### src/rtl/alu_issue.sv
// alu_issue: decodes an instruction, drives an external combinational ALU and returns its registered result.
// Define ALU_ISSUE_RSTATUS_EN to replace an overflowing result with a status code (1 ADD, 2 ADDI, 3 SUB).
module alu_issue #(
    parameter logic [4:0] RTYPE_OPCODE = 5'b00000,
    parameter logic [4:0] ADDI_OPCODE  = 5'b00101,
    parameter int         IMM_WIDTH    = 17
) (
    input  logic        clock,
    input  logic        ctrl_reset_n,
    input  logic        in_valid,
    output logic        in_ready,
    input  logic [31:0] in_instr,
    input  logic [31:0] in_data_rs,
    input  logic [31:0] in_data_rt,
    output logic [31:0] alu_operandA,
    output logic [31:0] alu_operandB,
    output logic [4:0]  alu_opcode,
    output logic [4:0]  alu_shiftamt,
    input  logic [31:0] alu_result,
    input  logic        alu_isNotEqual,
    input  logic        alu_isLessThan,
    input  logic        alu_overflow,
    output logic        out_valid,
    input  logic        out_ready,
    output logic [31:0] out_result,
    output logic        out_overflow,
    output logic        out_neq,
    output logic        out_lt,
    output logic        out_error
);
    typedef enum logic [1:0] {IDLE, EXEC, RESP} state_t;
    state_t state, state_nxt;
    logic        rtype, addi, legal, ovf, unused_bits;
    logic [4:0]  rop;
    logic [1:0]  dec_kind, ovf_kind;
    logic [31:0] dec_b;
    assign rtype       = in_instr[31:27] == RTYPE_OPCODE;
    assign addi        = in_instr[31:27] == ADDI_OPCODE;
    assign rop         = in_instr[6:2];
    assign legal       = addi || (rtype && rop <= 5'd5);
    assign dec_b       = addi ? {{(32-IMM_WIDTH){in_instr[IMM_WIDTH-1]}}, in_instr[IMM_WIDTH-1:0]} : in_data_rt;
    // ovf_kind doubles as the status code reported on overflow; 0 means overflow is not meaningful
    assign dec_kind    = addi ? 2'd2 : (rtype && rop == 5'd0) ? 2'd1 : (rtype && rop == 5'd1) ? 2'd3 : 2'd0;
    assign ovf         = (ovf_kind != 2'd0) && alu_overflow;
    assign unused_bits = ^in_instr;
    assign in_ready    = ctrl_reset_n && state == IDLE;
    assign out_valid   = state == RESP;
    always_ff @(posedge clock)
        state <= !ctrl_reset_n ? IDLE : state_nxt;
    always_comb begin
        state_nxt = state;
        if (state == IDLE && in_valid) state_nxt = legal ? EXEC : RESP;
        if (state == EXEC) state_nxt = RESP;
        if (state == RESP && out_ready) state_nxt = IDLE;
    end
    always_ff @(posedge clock) begin
        if (!ctrl_reset_n) begin
            alu_operandA <= '0;
            alu_operandB <= '0;
            alu_opcode   <= '0;
            alu_shiftamt <= '0;
            ovf_kind     <= '0;
            out_result   <= '0;
            out_overflow <= 1'b0;
            out_neq      <= 1'b0;
            out_lt       <= 1'b0;
            out_error    <= 1'b0;
        end else if (state == IDLE && in_valid) begin
            if (legal) begin
                alu_operandA <= in_data_rs;
                alu_operandB <= dec_b;
                alu_opcode   <= addi ? 5'd0 : rop;
                alu_shiftamt <= addi ? 5'd0 : in_instr[11:7];
                ovf_kind     <= dec_kind;
            end else begin
                out_result   <= '0;
                out_overflow <= 1'b0;
                out_neq      <= 1'b0;
                out_lt       <= 1'b0;
                out_error    <= 1'b1;
            end
        end else if (state == EXEC) begin
`ifdef ALU_ISSUE_RSTATUS_EN
            out_result   <= ovf ? {30'd0, ovf_kind} : alu_result;
`else
            out_result   <= alu_result;
`endif
            out_overflow <= ovf;
            out_neq      <= alu_isNotEqual;
            out_lt       <= alu_isLessThan;
            out_error    <= 1'b0;
        end
    end
endmodule

### config.mk
export PLATFORM = sky130hd
export DESIGN_NAME = alu_issue
export DESIGN_NICKNAME = d
export VERILOG_FILES = /design/src/rtl/alu_issue.sv
export SDC_FILE = /design/constraint.sdc
export NUM_CORES = 1
export LEC_CHECK = 0
export ABC_AREA = 1
export CORE_ASPECT_RATIO = 0.9
export CORE_MARGIN = 10
export CORE_UTILIZATION = 35
export CTS_CLUSTER_SIZE = 16
export DETAILED_ROUTE_END_ITERATION = 8
export PLACE_DENSITY = 0.76
export SKIP_LAST_GASP = 1
export SLEW_MARGIN = 20
export SYNTH_ARGS = -nofsm -noshare
export SYNTH_HDL_FRONTEND = slang
export SYNTH_SLANG_ARGS = --single-unit
### constraint.sdc
create_clock -name clock -period 1.4 [get_ports clock]
set_clock_uncertainty 0.05 [all_clocks]
set_input_delay 0.14 -clock clock [delete_from_list [all_inputs] [get_ports clock]]
set_output_delay 0.14 -clock clock [all_outputs]
set_load 0.005 [all_outputs]
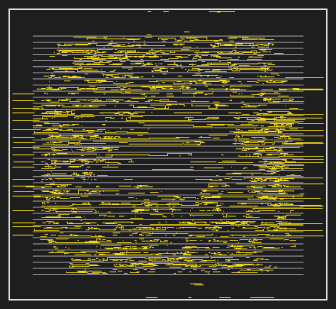
*M1 wires, run 1*
Supply wires on this layer in grey.
main direction: horizontal
longest straight run: 47.8 um
nets with wire on the layer: 914
share of all routed wire: 42%
wire length on this layer: 6,730 um
met1 track demand over resource: 0.1912
post-detailed-routing wire length: 16,100 um
via total after detailed routing: 4,792

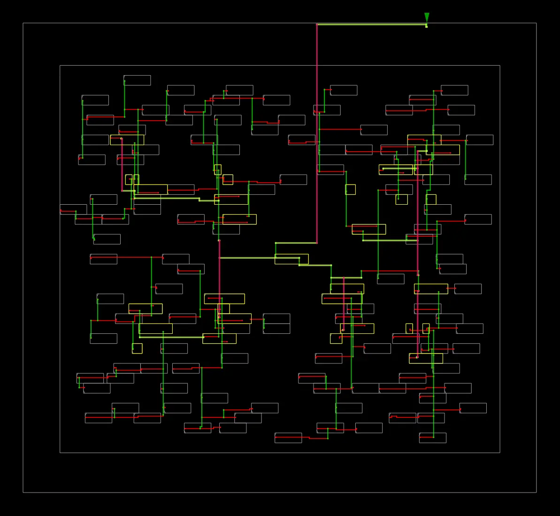
*The clock network, run 1*
number of sequential storage elements: 114
clk_buf instances: 19

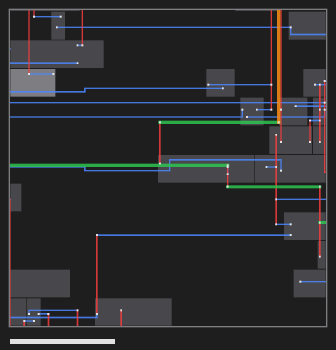
*A small window of the routed layout, run 1*
Bar = 10 um. Window x 55 to 85, y 49 to 79 um. Cells in grey, sequential cells in the stronger grey; small squares are vias.
legend:
  red:
    layer: M2
  green:
    layer: M3
  orange:
    layer: M4
  blue:
    layer: M1
netlist names of flops here include: out_overflow (1)
sequential cells in the window: 1
cells with their middle in the window: 14

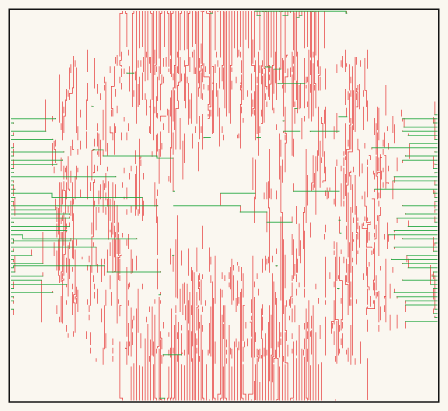
*Routed metal, one colour a layer, run 1*
Two of the layers only.
legend:
  green:
    layer: M3
    wire_length: 1,080 um
  red:
    layer: M2
    wire_length: 7,910 um

==> job_summary.md, run 1 <==
### Flow metrics

| Metric | Value |
|---|---|
| Mean instance size in the synthesized netlist | `7.277 sq um` |
| Net Count, Synth | `765` |
| Min cycle time layout | `between 1 and 1.5 ns` |
| Run status | `complete, no violations` |
| Vias in the first global route | `roughly 4,700` |
| All-layer global routing usage | `0.1707` |
| Sw power | `about 1.9 mW` |
| Compound-gate portion of the synthesized area | `0.1414` |
| Area growth from synthesis to final layout | `68.67%` |
| Cell at the root of the clock tree | `clkbuf_16` |
| # Max-Cap Violations | `0` |
| Yosys top cell area share | `0.4978` |
| Fin. Hold Viols | `0` |
| Max FO, Critical Path | `30` |
| # H-tree levels | `4` |
| Remaining antenna violation count after routing | `0` |
| Count of input and output buffers | `approximately 240` |
| Fraction of synthesized area in multiplexers | `0` |
| Critical Path Sink Type | `flop` |
| Commonest register cell after synthesis | `dfxtp_1` |
| Number of remaining DRC errors | `0` |
| Depth of the most critical reg-to-reg path | `8` |
| Routability-driven placement congestion ratio | `0.8092` |
| Fraction of power consumed by the clock network | `0.506` |
| Worst setup startpoint | `in_instr[28]` |
| Total number of nets in the final design | `1,005` |
| Warning total across the stage logs | `38` |
| Average vias per placed instance | `between 4 and 5` |
| Total power after layout | `about 8.4 mW` |
| Worst path cell trace | `clkdlybuf4s50_1, nor2_4, nand3_2, nand2_2, nand2_4, buf_6, o21ai_0, nor2_1` |
| Global-route congestion overflow total | `0` |
| Final setup violation count | `0` |
| Die footprint | `about 18,000 sq um` |
| Clock slew seen by the registers of the worst setup and hold paths | `0.06 ns` |
| Switching part of the total | `0.2293` |
| Number of max-slew violations in the final report | `0` |
| Synth Warn # | `0` |
| Classification of the worst setup path | `primary input to flop` |
| Synth area leader | `dfxtp_1` |
| Setup slack on the worst flop-to-flop path | `about 0.040 ns` |
| Category of the worst setup path launch point | `primary input` |
| Stage delay of the slowest cell on the critical path | `between 0.4 and 0.5 ns` |
| Num CTS Buffers | `17` |
| Simple-Gate Fraction of Synth Area | `0.2751` |
| Setup Total Neg Slack | `0 ns` |
| Number of inserted filler cells in the final layout | `1,231` |
| Antenna violations before repair | `0` |
| Synth top cell by count | `nor2_1` |
| Max Root-Sink Buffers | `2` |
| Share of synthesized area occupied by flip-flops and latches | `0.4978` |
-- run 1: worst min path at each step --
stage,cells after the start,startpoint,endpoint
floorplan,2,alu_isLessThan,out_lt$_SDFFE_PN0P_
global placement,2,alu_opcode[4]$_SDFFE_PN0P_,alu_opcode[4]$_SDFFE_PN0P_
detailed placement,2,alu_opcode[3]$_SDFFE_PN0P_,alu_opcode[3]$_SDFFE_PN0P_
CTS,4,ctrl_reset_n,ovf_kind[0]$_SDFFE_PN0P_
global route,4,ctrl_reset_n,alu_operandB[17]$_SDFFE_PN0P_
finish,4,ctrl_reset_n,alu_operandB[17]$_SDFFE_PN0P_
-- run 1: power groups by stage --
stage	combinational, mW	sequential, mW	clock [mW]
2_1_floorplan	0.278	3.38	0
3_3_place_gp	0.826	3.38	0
3_5_place_dp	0.831	3.38	0
4_1_cts	0.823	3.31	4.30
5_1_grt	0.907	3.31	4.45
6_report	0.824	3.31	4.23
-- run 1: state kept, by name, indices dropped and copies added, names as in the netlist --
register,flops
alu_operandB,32
alu_opcode,5
state,2
alu_shiftamt,5
out_result,32
alu_operandA,32
out_neq,1
out_lt,1
out_error,1
ovf_kind,2
out_overflow,1
-- run 1: area by class of cell --
type / count / area (sq um) / share of cell area
flip-flops and latches: 114 / 2282 / 0.2951
well taps: 164 / 205.2 / 0.02654
clock inverters: 13 / 136.4 / 0.01764
inverters: 37 / 153.9 / 0.01990
multi-input cells: 435 / 1947 / 0.2518
repair buffers: 265 / 2565 / 0.3317
clock buffers: 19 / 442.9 / 0.05728
-- run 1: metal layers --
layer / global-route usage / up-vias / part of all wire
met5: 0 / - / 0
met1: 0.1912 / 2134 / 0.42
met4: 0.07160 / 0 / 0.024
met2: 0.2899 / 139 / 0.49
li1: - / 2492 / -
met3: 0.06068 / 27 / 0.067
-- run 1: cells by family (layout without fill, tap and decap cells) --
group | count (synthesis) | count (layout)
AND-OR/OR-AND | 128 | 128
flip-flops | 114 | 114
AND/OR/NAND/NOR | 307 | 307
buffers and inverters | 81 | 334
-- run 1: layout by cell type, fill, tap and decap left out, types with 2 or more instances in the layout --
cell / synthesis / layout
nor2_1: 151 / 146
clkdlybuf4s50_1: 0 / 123
dfxtp_1: 114 / 114
dlygate4sd2_1: 0 / 110
nand2_1: 103 / 102
o21ai_0: 82 / 62
nand3_1: 37 / 37
a21oi_1: 37 / 37
inv_1: 34 / 34
o21ai_1: 6 / 25
clkbuf_16: 0 / 17
buf_4: 3 / 14
nor2_2: 4 / 8
buf_12: 0 / 7
buf_6: 9 / 6
nand2_2: 4 / 5
clkinvlp_4: 0 / 4
clkinv_2: 0 / 4
nor2_4: 2 / 3
nand4_1: 2 / 2
bufinv_16: 0 / 2
clkinv_4: 0 / 2
buf_2: 5 / 2
-- run 1: per-stage QoR --
step                instance area (sq um)    util  cells  setup slack [ns]
floorplan                            4584       -    630           0.08455
global placement                     7171  0.5609   1011           -0.3891
detailed placement                   7171  0.5609   1011           -0.4239
CTS                                  7677  0.6005   1045          -0.09799
global route                         7732  0.6048   1047          -0.06045
finish                               7732  0.6048   1047           0.02966
-- run 1: timing repair --
item,CTS,global route
buffers inserted,1,2
gates cloned,1,0
pin swaps,1,2
resized,123,37
setup endpoints to repair,200,108
==> inputs of run 2 (changes only) <==
==> constraint.sdc (replaced) <==
create_clock -name clock -period 1.4 [get_ports clock]
set_clock_uncertainty 0.05 [all_clocks]
set_input_delay 0.28 -clock clock [delete_from_list [all_inputs] [get_ports clock]]
set_output_delay 0.28 -clock clock [all_outputs]
set_load 0.005 [all_outputs]
==> job_summary.md, run 2 <==
### Flow metrics

| Metric | Value |
|---|---|
| Critical Path Sink Type | `flop` |
| Startpoint of the most critical hold path | `alu_result[9]` |
| Max Root-Sink Buffers | `2` |
| Die footprint | `18,080 sq um` |
| Synth top cell by count | `nor2_1` |
| # H-tree levels | `4` |
| Total power after layout | `between 8 and 9 mW` |
| Max FO, Critical Path | `17` |
| Worst setup slack after placement | `-0.5348 ns` |
| Final cell count without fillers | `around 1,100` |
| Setup slack on the worst flop-to-flop path | `-0.07 ns` |
| Area of all placed cells without fillers | `8358 sq um` |
| Routability-driven placement congestion ratio | `0.8040` |
| Run status | `complete, but fails checks` |
| Antenna violations before repair | `0` |
| Category of the worst setup path launch point | `flop` |
| Average vias per placed instance | `4.729` |
| Total number of nets in the final design | `just over 1,000` |
| Top flop regs | `alu_operandA (32), alu_operandB (32), out_result (32)` |
| Count of input and output buffers | `approximately 240` |
| Classification of the worst setup path | `flop to flop` |
| Worst path cell trace | `inv_2, nand2_4, nor2_4, nand2_8, buf_12, buf_16, o21ai_0, nor2_1` |
| All-layer global routing usage | `0.1865` |
| Global-route congestion overflow total | `0` |
| Mean instance size in the synthesized netlist | `7.277 sq um` |
| Failing checks | `setup timing` |
| Synth area leader | `dfxtp_1` |
| Setup ws final | `-0.07194 ns` |
| Cell area reported after detailed placement | `7171 sq um` |
| # Max-Cap Violations | `0` |
| Number of remaining DRC errors | `0` |
| Final Util | `0.6537` |
| Number of inserted filler cells in the final layout | `1,113` |
| Via total after detailed routing | `5,070` |
| Net Count, Synth | `between 700 and 800` |
| Remaining antenna violation count after routing | `0` |
| Share of synthesized area occupied by flip-flops and latches | `0.4978` |
| Post-detailed-routing wire length | `roughly 18,000 um` |
| Leading cell type in the layout, fill and taps excluded | `nor2_1` |
| Final setup violation count | `between 50 and 60` |
| Commonest register cell after synthesis | `dfxtp_1` |
| Number of max-slew violations in the final report | `0` |
| Warning total across the stage logs | `38` |
run 2: cell counts after synthesis:
Identical to the previous run, type by type.
run 2: how the worst max path moves through the flow:
stage                                               end  cells past startpoint                   from  slack (ns)
final                      alu_operandA[9]$_SDFFE_PN0P_                      8  state[1]$_SDFFE_PP0P_       -0.07
after global routing       alu_operandA[8]$_SDFFE_PN0P_                      8  state[1]$_SDFFE_PP0P_       -0.17
after CTS                                      in_ready                      4  state[0]$_SDFFE_PP0P_       -0.17
after detailed placement  alu_operandA[20]$_SDFFE_PN0P_                     11           in_instr[31]       -0.53
after global placement    alu_operandB[15]$_SDFFE_PN0P_                     10           in_instr[31]       -0.52
after floorplan           alu_operandB[10]$_SDFFE_PN0P_                     10           in_instr[31]        0.04
run 2: worst max-delay path, delay by kind of cell, from the launching register on:
kind                   cells  cell delay [ns]
and+or+nand+nor            4             0.40
AOI/OAI and AO/OA          1             0.20
buffers and inverters      3             0.38
DFF                        1             0.32
run 2: power by group:
part / internal [mW] / switching (mW)
Combinational: 0.556 / 0.391
Clock: 2.51 / 1.50
Sequential: 3.29 / 0.0203
run 2: metal layers:
layer	part of all wire	wire (um)	global-route usage	vias to the layer above
li1	-	-	-	2548
met1	0.39	7085	0.2153	2309
met2	0.51	9146	0.3111	190
met3	0.083	1497	0.07025	23
met4	0.020	354	0.06675	0
met5	0	0	0	-
run 2: cell type report:
cell class                 instances  area (sq um)  area share
clock inverter                    10         85.08     0.01018
timing repair buffer             289          3037      0.3633
inverter                          37         156.4     0.01871
sequential                       114          2286      0.2735
clock buffer                      22         464.2     0.05554
timing repair inverter             1         11.26    0.001347
multi-input combinational        435          2113      0.2528
tap                              164         205.2     0.02455
run 2: what timing repair did:
action	in CTS	in global routing
gates resized	220	39
endpoints found under the setup margin	220	121
gates cloned	9	6
setup buffers	16	2
pin swaps	15	13
run 2: cell families (layout without fill, tap and decap cells):
family                 after synthesis  in the layout  synth area share
AND/OR/NAND/NOR                    307            307            0.2751
AND-OR/OR-AND                      128            128            0.1414
flip-flops                         114            114            0.4978
buffers and inverters               81            359           0.08570
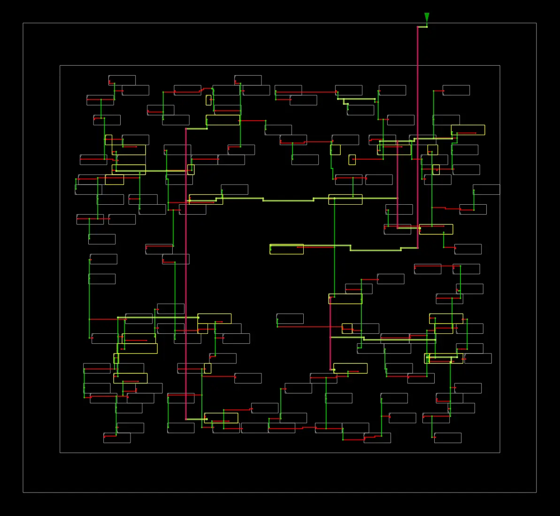
*The clock network, run 2*
clock network power: 4.01 mW
Num CTS Buffers: 17
Worst-Skew Late Latency: 0.41 ns

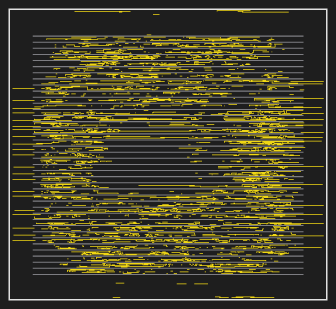
*M1 wires, run 2*
Supply wires on this layer in grey.
main direction: horizontal
nets with wire on the layer: 946
longest straight run: 43.2 um
wire length on this layer: 7,090 um

==> inputs of run 3 (changes only) <==
Settings changed: ABC_AREA 1 to 0, CAP_MARGIN set to 20, PLACE_DENSITY 0.76 to 0.77.
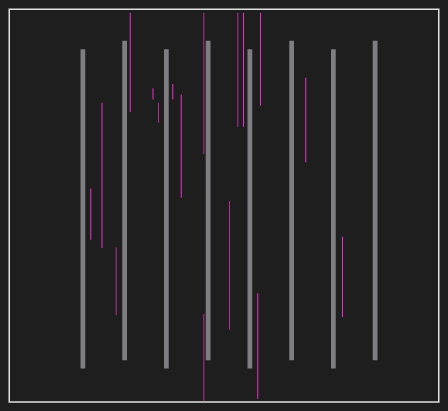
*Signal wires on met4, run 3*
Supply wires on this layer in grey.
longest straight run: 46.9 um
nets with wire on the layer: 13
main direction: vertical
wire length on this layer: 470 um
share of all routed wire: 2.5%
post-detailed-routing wire length: 18,600 um
via total after detailed routing: 4,753

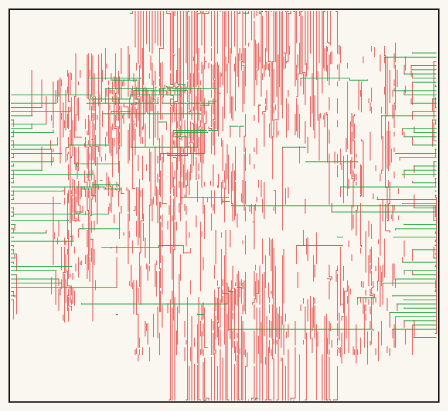
*Routed metal, one colour a layer, run 3*
Two of the layers only.
legend:
  red:
    layer: M2
    wire_length: 8,890 um
  green:
    layer: M3
    wire_length: 1,630 um
all-layer global routing usage: 0.2018
WL/cell: 20.53 um

==> job_summary.md, run 3 <==
### Flow metrics

| Metric | Value |
|---|---|
| Die footprint | `17,700 sq um` |
| Fin. Hold Viols | `0` |
| Yosys top cell area share | `0.5106` |
| Final cell count without fillers | `between 900 and 1,000` |
| Count of input and output buffers | `236` |
| Cell at the root of the clock tree | `clkbuf_16` |
| Area growth from synthesis to final layout | `86.65%` |
| Classification of the worst setup path | `flop to flop` |
| Clock slew seen by the registers of the worst setup and hold paths | `0.05 ns` |
| Net Count, Synth | `between 500 and 600` |
| Leading cell type in the layout, fill and taps excluded | `clkdlybuf4s50_1` |
| Number of remaining DRC errors | `0` |
| Max FO, Critical Path | `4` |
| Final setup violation count | `111` |
| Worst-case hold path end point | `alu_operandB[5]$_SDFFE_PN0P_` |
| Setup ws final | `-0.2393 ns` |
| Share of synthesized area occupied by flip-flops and latches | `0.5106` |
| Total number of nets in the final design | `around 860` |
| Run status | `complete, but fails checks` |
| Most frequent logic cells in the routed design | `clkdlybuf4s50_1, dfxtp_1, dlygate4sd2_1` |
| Min cycle time layout | `1.639 ns` |
| Remaining antenna violation count after routing | `0` |
| Antenna violations before repair | `2` |
| # H-tree levels | `4` |
| Warning total across the stage logs | `39` |
| Number of instances in the placed design | `about 840` |
| Failing checks | `setup timing` |
| Average vias per placed instance | `around 5.2` |
| Worst-Skew Late Latency | `between 0.4 and 0.5 ns` |
| Total power after layout | `8.636 mW` |
| Stage delay of the slowest cell on the critical path | `roughly 0.36 ns` |
==> run 3: cell type report <==
| class | instances | area, sq um |
|---|---|---|
| antenna | 2 | 5.005 |
| multi-input combinational | 295 | 2187 |
| fill | 1023 | 4248 |
| tap | 164 | 205.2 |
| clock inverter | 10 | 131.4 |
| inverter | 2 | 7.507 |
| timing repair buffer | 297 | 3042 |
| clock buffer | 22 | 474.2 |
| sequential | 114 | 2290 |
==> run 3: worst max path at each step <==
stage | start | to | cells past startpoint
final | state[1]$_SDFFE_PP0P_ | out_result[6]$_SDFFE_PN0P_ | 7
after global routing | state[1]$_SDFFE_PP0P_ | out_result[27]$_SDFFE_PN0P_ | 7
after CTS | state[1]$_SDFFE_PP0P_ | out_result[27]$_SDFFE_PN0P_ | 6
after detailed placement | in_instr[29] | alu_opcode[2]$_SDFFE_PN0P_ | 7
after global placement | in_instr[31] | ovf_kind[1]$_SDFFE_PN0P_ | 4
after floorplan | in_instr[31] | ovf_kind[1]$_SDFFE_PN0P_ | 5
==> run 3: power by group <==
group	switching (mW)	internal, mW
Combinational	0.384	0.548
Sequential	0.0151	3.27
Clock	1.50	2.92
==> run 3: metal layers <==
layer  vias to the layer above  wire [um]  track usage
met4                         0        469      0.09135
met1                      2269       7607       0.2282
li1                       2221          -            -
met2                       226       8888       0.3297
met5                         -          0            0
met3                        37       1631      0.08185
==> run 3: repair_timing <==
action,in CTS,in global routing
hold endpoints to repair,0,0
pin swaps,29,9
endpoints found under the setup margin,226,122
resized,222,25
cloned,16,0
setup buffers,19,2
==> run 3: cell families (layout without fill, tap and decap cells) <==
family                 Yosys count  after routing  synth area share
muxes                           57             57            0.1277
DFF                            114            114            0.5106
AOI/OAI and AO/OA              125            125            0.2021
other                            0              2                 0
buffers and inverters           42            331           0.04619
and+or+nand+nor                109            113            0.1134
==> run 3: worst register-to-register path: stages, from the launching register on <==
cell and delay, ns:
dfxtp_4 0.36, buf_6 0.12, nand2b_4 0.15, a221oi_4 0.25
nor3_4 0.10, buf_6 0.15, buf_16 0.12, a22o_1 0.22
==> run 3: stage by stage <==
step / setup TNS, ns / util / cell area, sq um / hold WS, ns
after floorplan: -21.96 / - / 4492 / 0.3555
after global placement: -81.53 / 0.5710 / 7188 / 0.3909
after detailed placement: -86.03 / 0.5710 / 7188 / 0.3988
after CTS: -16.18 / 0.6638 / 8357 / 0.2683
after global routing: -18.18 / 0.6626 / 8342 / 0.2894
final: -12.12 / 0.6626 / 8342 / 0.2828
No activity file was given, so power comes from the tool's default toggle rates.
